### src/rtl/seq_pkg.sv
// Shared encodings and constants for the serial pattern transmitter.
package seq_pkg;

  typedef enum logic [1:0] {
    ST_IDLE = 2'd0,
    ST_SEND = 2'd1,
    ST_GAP  = 2'd2,
    ST_DONE = 2'd3
  } state_e;

  localparam logic [3:0] PAT_0110     = 4'b0110;
  localparam logic       IDLE_LVL_DEF = 1'b0;

endpackage

### src/rtl/seq_piso_shift.sv
// W-bit parallel-load shift register, MSB first; presents the bit that follows the current MSB.
module seq_piso_shift #(
  parameter int W = 4
) (
  input  logic         clk,
  input  logic         rst_n,
  input  logic         load_i,
  input  logic         shift_i,
  input  logic [W-1:0] pat_i,
  output logic         next_o
);

  logic [W-1:0] q_q, q_d;

  // Rotating rather than zero-filling keeps the whole pattern resident after a shift.
  always_comb begin
    q_d = q_q;
    if (load_i) begin
      q_d = pat_i;
    end else if (shift_i) begin
      q_d = {q_q[W-2:0], q_q[W-1]};
    end
  end

  always_ff @(posedge clk or negedge rst_n) begin
    if (!rst_n) begin
      q_q <= '0;
    end else begin
      q_q <= q_d;
    end
  end

  assign next_o = q_q[W-2];

endmodule

### src/rtl/seq_pattern_tx.sv
// Serial pattern transmitter: sends a latched W-bit pattern MSB first, rep times, with GAP idle cycles between.
module seq_pattern_tx
  import seq_pkg::*;
#(
  parameter int   W        = 4,
  parameter int   RW       = 4,
  parameter int   GAP      = 2,
  parameter logic IDLE_LVL = IDLE_LVL_DEF
) (
  input  logic          clk,
  input  logic          rst_n,
  input  logic          start,
  input  logic [W-1:0]  pat_in,
  input  logic [RW-1:0] rep_in,
  input  logic          abort,
  output logic          out,
  output logic          valid,
  output logic          busy,
  output logic          done,
  output state_e        dbg_state
);

  localparam int IW = $clog2(W);
  localparam int GW = (GAP > 1) ? $clog2(GAP) : 1;

  state_e        state_q;
  logic [W-1:0]  pat_q;
  logic [RW-1:0] rep_q;
  logic [IW-1:0] idx_q;
  logic [GW-1:0] gap_q;
  logic          out_q, valid_q, busy_q, done_q;

  logic          accept, last_bit, more_reps;
  logic          sh_load, sh_shift, sh_next;
  logic [W-1:0]  sh_pat;

  // Handshake: start is a level sampled only in IDLE/DONE; abort overrides it on the same edge.
  always_comb begin
    accept    = (state_q == ST_IDLE || state_q == ST_DONE) && start && !abort;
    last_bit  = (state_q == ST_SEND) && (idx_q == '0);
    more_reps = rep_q > RW'(1);
    sh_load   = accept ||
                (!abort && ((last_bit && more_reps && (GAP == 0)) ||
                            (state_q == ST_GAP && gap_q == '0)));
    sh_shift  = !abort && (state_q == ST_SEND) && (idx_q != '0);
    sh_pat    = accept ? pat_in : pat_q;
  end

  seq_piso_shift #(.W(W)) u_shift (
    .clk     (clk),
    .rst_n   (rst_n),
    .load_i  (sh_load),
    .shift_i (sh_shift),
    .pat_i   (sh_pat),
    .next_o  (sh_next)
  );

  always_ff @(posedge clk or negedge rst_n) begin
    if (!rst_n) begin
      state_q <= ST_IDLE;
      pat_q   <= '0;
      rep_q   <= '0;
      idx_q   <= '0;
      gap_q   <= '0;
      out_q   <= IDLE_LVL;
      valid_q <= 1'b0;
      busy_q  <= 1'b0;
      done_q  <= 1'b0;
    end else begin
      done_q <= 1'b0;
      if (abort) begin
        state_q <= ST_IDLE;
        out_q   <= IDLE_LVL;
        valid_q <= 1'b0;
        busy_q  <= 1'b0;
      end else begin
        case (state_q)
          ST_IDLE, ST_DONE: begin
            if (start) begin
              state_q <= ST_SEND;
              pat_q   <= pat_in;
              rep_q   <= (rep_in == '0) ? RW'(1) : rep_in;
              idx_q   <= IW'(W - 1);
              out_q   <= pat_in[W-1];
              valid_q <= 1'b1;
              busy_q  <= 1'b1;
            end else begin
              state_q <= ST_IDLE;
              out_q   <= IDLE_LVL;
              valid_q <= 1'b0;
              busy_q  <= 1'b0;
            end
          end
          ST_SEND: begin
            if (idx_q != '0) begin
              idx_q <= idx_q - 1'b1;
              out_q <= sh_next;
            end else if (more_reps) begin
              rep_q <= rep_q - 1'b1;
              if (GAP == 0) begin
                idx_q <= IW'(W - 1);
                out_q <= pat_q[W-1];
              end else begin
                state_q <= ST_GAP;
                gap_q   <= GW'(GAP - 1);
                out_q   <= IDLE_LVL;
                valid_q <= 1'b0;
              end
            end else begin
              state_q <= ST_DONE;
              done_q  <= 1'b1;
              out_q   <= IDLE_LVL;
              valid_q <= 1'b0;
              busy_q  <= 1'b0;
            end
          end
          ST_GAP: begin
            if (gap_q == '0) begin
              state_q <= ST_SEND;
              idx_q   <= IW'(W - 1);
              out_q   <= pat_q[W-1];
              valid_q <= 1'b1;
            end else begin
              gap_q <= gap_q - 1'b1;
            end
          end
          default: state_q <= ST_IDLE;
        endcase
      end
    end
  end

  assign out       = out_q;
  assign valid     = valid_q;
  assign busy      = busy_q;
  assign done      = done_q;
  assign dbg_state = state_q;

endmodule

### config.mk
export PLATFORM = sky130hd
export DESIGN_NAME = seq_pattern_tx
export DESIGN_NICKNAME = d
export VERILOG_FILES = /design/src/rtl/seq_pkg.sv /design/src/rtl/seq_piso_shift.sv /design/src/rtl/seq_pattern_tx.sv
export SDC_FILE = /design/constraint.sdc
export NUM_CORES = 1
export LEC_CHECK = 0
export CAP_MARGIN = 20
export CORE_AREA = 4 4 57 64
export CTS_CLUSTER_SIZE = 16
export DETAILED_ROUTE_END_ITERATION = 10
export DIE_AREA = 0 0 61 68
export RECOVER_POWER = 50
export SLEW_MARGIN = 30
export SYNTH_ARGS = -nofsm -noshare
export SYNTH_HDL_FRONTEND = slang
export SYNTH_SLANG_ARGS = --single-unit
### constraint.sdc
create_clock -name clk -period 2.42 [get_ports clk]
set_input_delay 0.363 -clock clk [delete_from_list [all_inputs] [get_ports clk]]
set_output_delay 0.363 -clock clk [all_outputs]
set_load 0.03 [all_outputs]
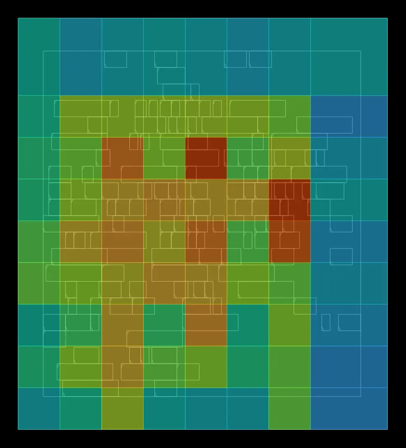
Fig. 1. Track usage over the die.
met3 routing resource usage after global routing: 3.02%
global-route track usage on met2: 22.2%

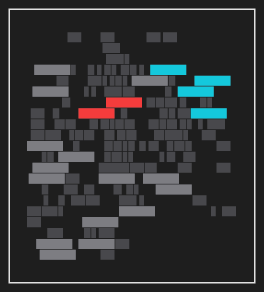
Fig. 2. Where the registers sit.
Drawn at 4 px/um. Other sequential cells in the stronger gray, the rest of the logic in the fainter gray.
legend:
  dbg_state:
    color: red
    sequential_cells: 2
  rep_q:
    color: cyan
    sequential_cells: 4
    where: upper right
not colored: 15
Power Sequential: 0.593 mW
flip-flop and latch share of the layout cell area: 37.6%
Final Util: 46.7%

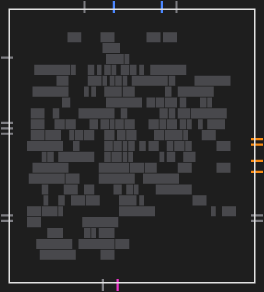
Fig. 3. Ports around the boundary.
Drawn at 4 px/um. Pins as bars across the die edge, other pins in gray.
legend:
  dbg_state:
    color: blue
    pins: 2
    direction: output
    edge: top
  busy:
    color: magenta
    pins: 1
    direction: output
    edge: bottom
  rep_in:
    color: orange
    pins: 4
    direction: input
    edge: right
Die Width: 61 um
Port Buffer Count: 17
die height: 68 um

==> reports/qor.log <==
qor: timing.headroom_to_the_max_slew_limit 23.5%
qor: floorplan.std_cell_rows 21
qor: pwr.pwr-share-seq 38.2%
qor: timing.final-hold-violation-count 0
qor: cells_and_area.final_common_cell sky130_fd_sc_hd__dfrtp_1
qor: cells_and_area.layout.nets 158
qor: grt.gr_util_all_layers 13.4%
qor: synth.logic_family simple AND/OR/NAND/NOR gates
qor: synth.synthCells 119
qor: timing.final_min_period_over_clock_period 90.6%
qor: setup_path.worst_ep_required_time 2.63 ns
qor: synth.yosys.area.top_type sky130_fd_sc_hd__dfrtp_1
qor: job.drv_cap 0
qor: setup_path.timing.critical_path.buf_inv 2
qor: timing.setup_tns_final 0 ns
qor: synth.syn-mean-instance-area 9.73 um^2
qor: detailed_routing.finalWirelength 2420 um
qor: grt.overflow 0
qor: setup_path.worst_ep_arrival_time 2.40 ns
qor: clock_network.cts-buffers-inserted 3
qor: timing.setup_repair_after_global_routing_missed_its_margin no
qor: min_path.end_of_the_worst_hold_path pat_q[2]$_DFFE_PN0P_
qor: pwr.comb_cell_power 0.790 mW
qor: synth.yosys.area_share.adder 6.49%
qor: synth.synth_cell_types 38
qor: grt.via_count_of_the_first_global_routing_pass 936
qor: synth.synthArstFlopShare 100%
qor: floorplan.floorplan.initialDensity 38.6%
qor: placement.placed_cells_incl_taps 169
qor: clock_network.cts.repair_timing.setup_buffer_count 0
qor: grt.grt_pass1_wl 4200 um
qor: setup_path.path_type_of_the_worst_setup_path flip-flop to flip-flop
qor: pwr.power_dissipated_in_the_clock_network 0.169 mW
qor: min_path.timing.hold.worst.start pat_q[2]$_DFFE_PN0P_
qor: detailed_routing.vias 951
qor: grt.grt_start_max_net_pins 22
qor: clock_network.clk-insertion-delay-late 0.30 ns
qor: setup_path.worst_r2r_endpoint rep_q[2]$_DFFE_PN0P_
qor: synth.top_cell sky130_fd_sc_hd__dfrtp_1
qor: detailed_routing.dr.pass1.iters 4
qor: synth.yosys_register_bits 21
qor: status.run_status complete, no violations
qor: setup_path.critical_path_depth 6
qor: cells_and_area.layout-drive-gt1-share 10.1%
qor: placement.detailed_place.area 1380 um^2
qor: placement.dpl.hpwl 1780 um
qor: synth.top_area_share 45.4%
qor: synth.dominant_register_cell_in_the_synthesized_netlist sky130_fd_sc_hd__dfrtp_1
qor: floorplan.ios 18
qor: clock_network.cts.clk_slew.worst_paths 0.12 ns
qor: clock_network.clockRootBuffer sky130_fd_sc_hd__clkbuf_4
qor: synth.top_cells_by_area sky130_fd_sc_hd__dfrtp_1 (45%), sky130_fd_sc_hd__ha_1 (6.5%), sky130_fd_sc_hd__mux2i_1 (5.2%), sky130_fd_sc_hd__mux2_2 (3.9%), sky130_fd_sc_hd__nand2_1 (3.9%)
qor: timing.worst-slew-pin-transition 1.15 ns
qor: cells_and_area.antennaDiodeCount 0
qor: min_path.worst_hold_path_type flip-flop to flip-flop
qor: synth.synth.net_count 137
qor: placement.dp_worst_setup_slack 0.263 ns
qor: clock_network.clock_sinks 21
qor: clock_network.clock_tree_from_tritoncts built
qor: timing.finalMaxSlewViolations 0
qor: pwr.internal_power 0.902 mW
qor: synth.synth-cells-yosys 119
qor: timing.finalClockSkew 0.000773 ns
qor: pwr.totalPowerFinal 1.55 mW
qor: setup_path.crit_path_max_incr_delay 0.62 ns
qor: synth.edf_count 0
qor: synth.ys_seq_share 45.4%
qor: timing.worst_hold_slack 0.508 ns
qor: clock_network.clock_tree.htree_level_count 1
qor: synth.synth_compound_gate_area_share 15.6%
qor: timing.final_period_minus_worst_setup_slack 2.19 ns
qor: cells_and_area.layout.cells.non_filler 173
qor: detailed_routing.via_per_inst 5.50
qor: pwr.power.combinational.fraction 50.9%
qor: pwr.power.density 1110 nW/um^2
qor: cells_and_area.post_route_cell_area 1400 um^2
qor: setup_path.critPathLaunch dbg_state[1]$_DFFE_PN0P_
qor: floorplan.coreArea 3000 um^2
qor: synth.xor_share 0%
qor: grt.antenna_found_initial 0
qor: detailed_routing.detail_route.drc_violations 0
qor: setup_path.crit_path_top_delay_cell sky130_fd_sc_hd__or4_1
qor: pwr.netSwitchingFraction 41.9%
qor: timing.setup-violations-final 0
qor: job.openroad_warning_count 29
==> layout make-up <==
class | instances | area [um^2]
multi-input cells | 85 | 581
clock buffers | 3 | 22.5
clock inverters | 1 | 5.00
well taps | 34 | 42.5
repair buffers | 20 | 189
flip-flops and latches | 21 | 526
inverters | 9 | 33.8
fillers | 300 | 1600
==> sequential cells by signal, summed over array words and instances, names as in the netlist <==
signal,cells
rep_q,4
dbg_state,2
gap_q,1
idx_q,2
busy,1
done,1
pat_q,4
u_shift.q_q,4
valid,1
out,1
==> routing by layer <==
metal	wire length, um	vias to the layer above	track usage [%]
met5	0	-	0
met4	25	0	4.88
met3	127	2	3.02
met2	1190	25	22.2
met1	1080	462	17.1
li1	-	462	-
Power is estimated from default activity; no workload was simulated.
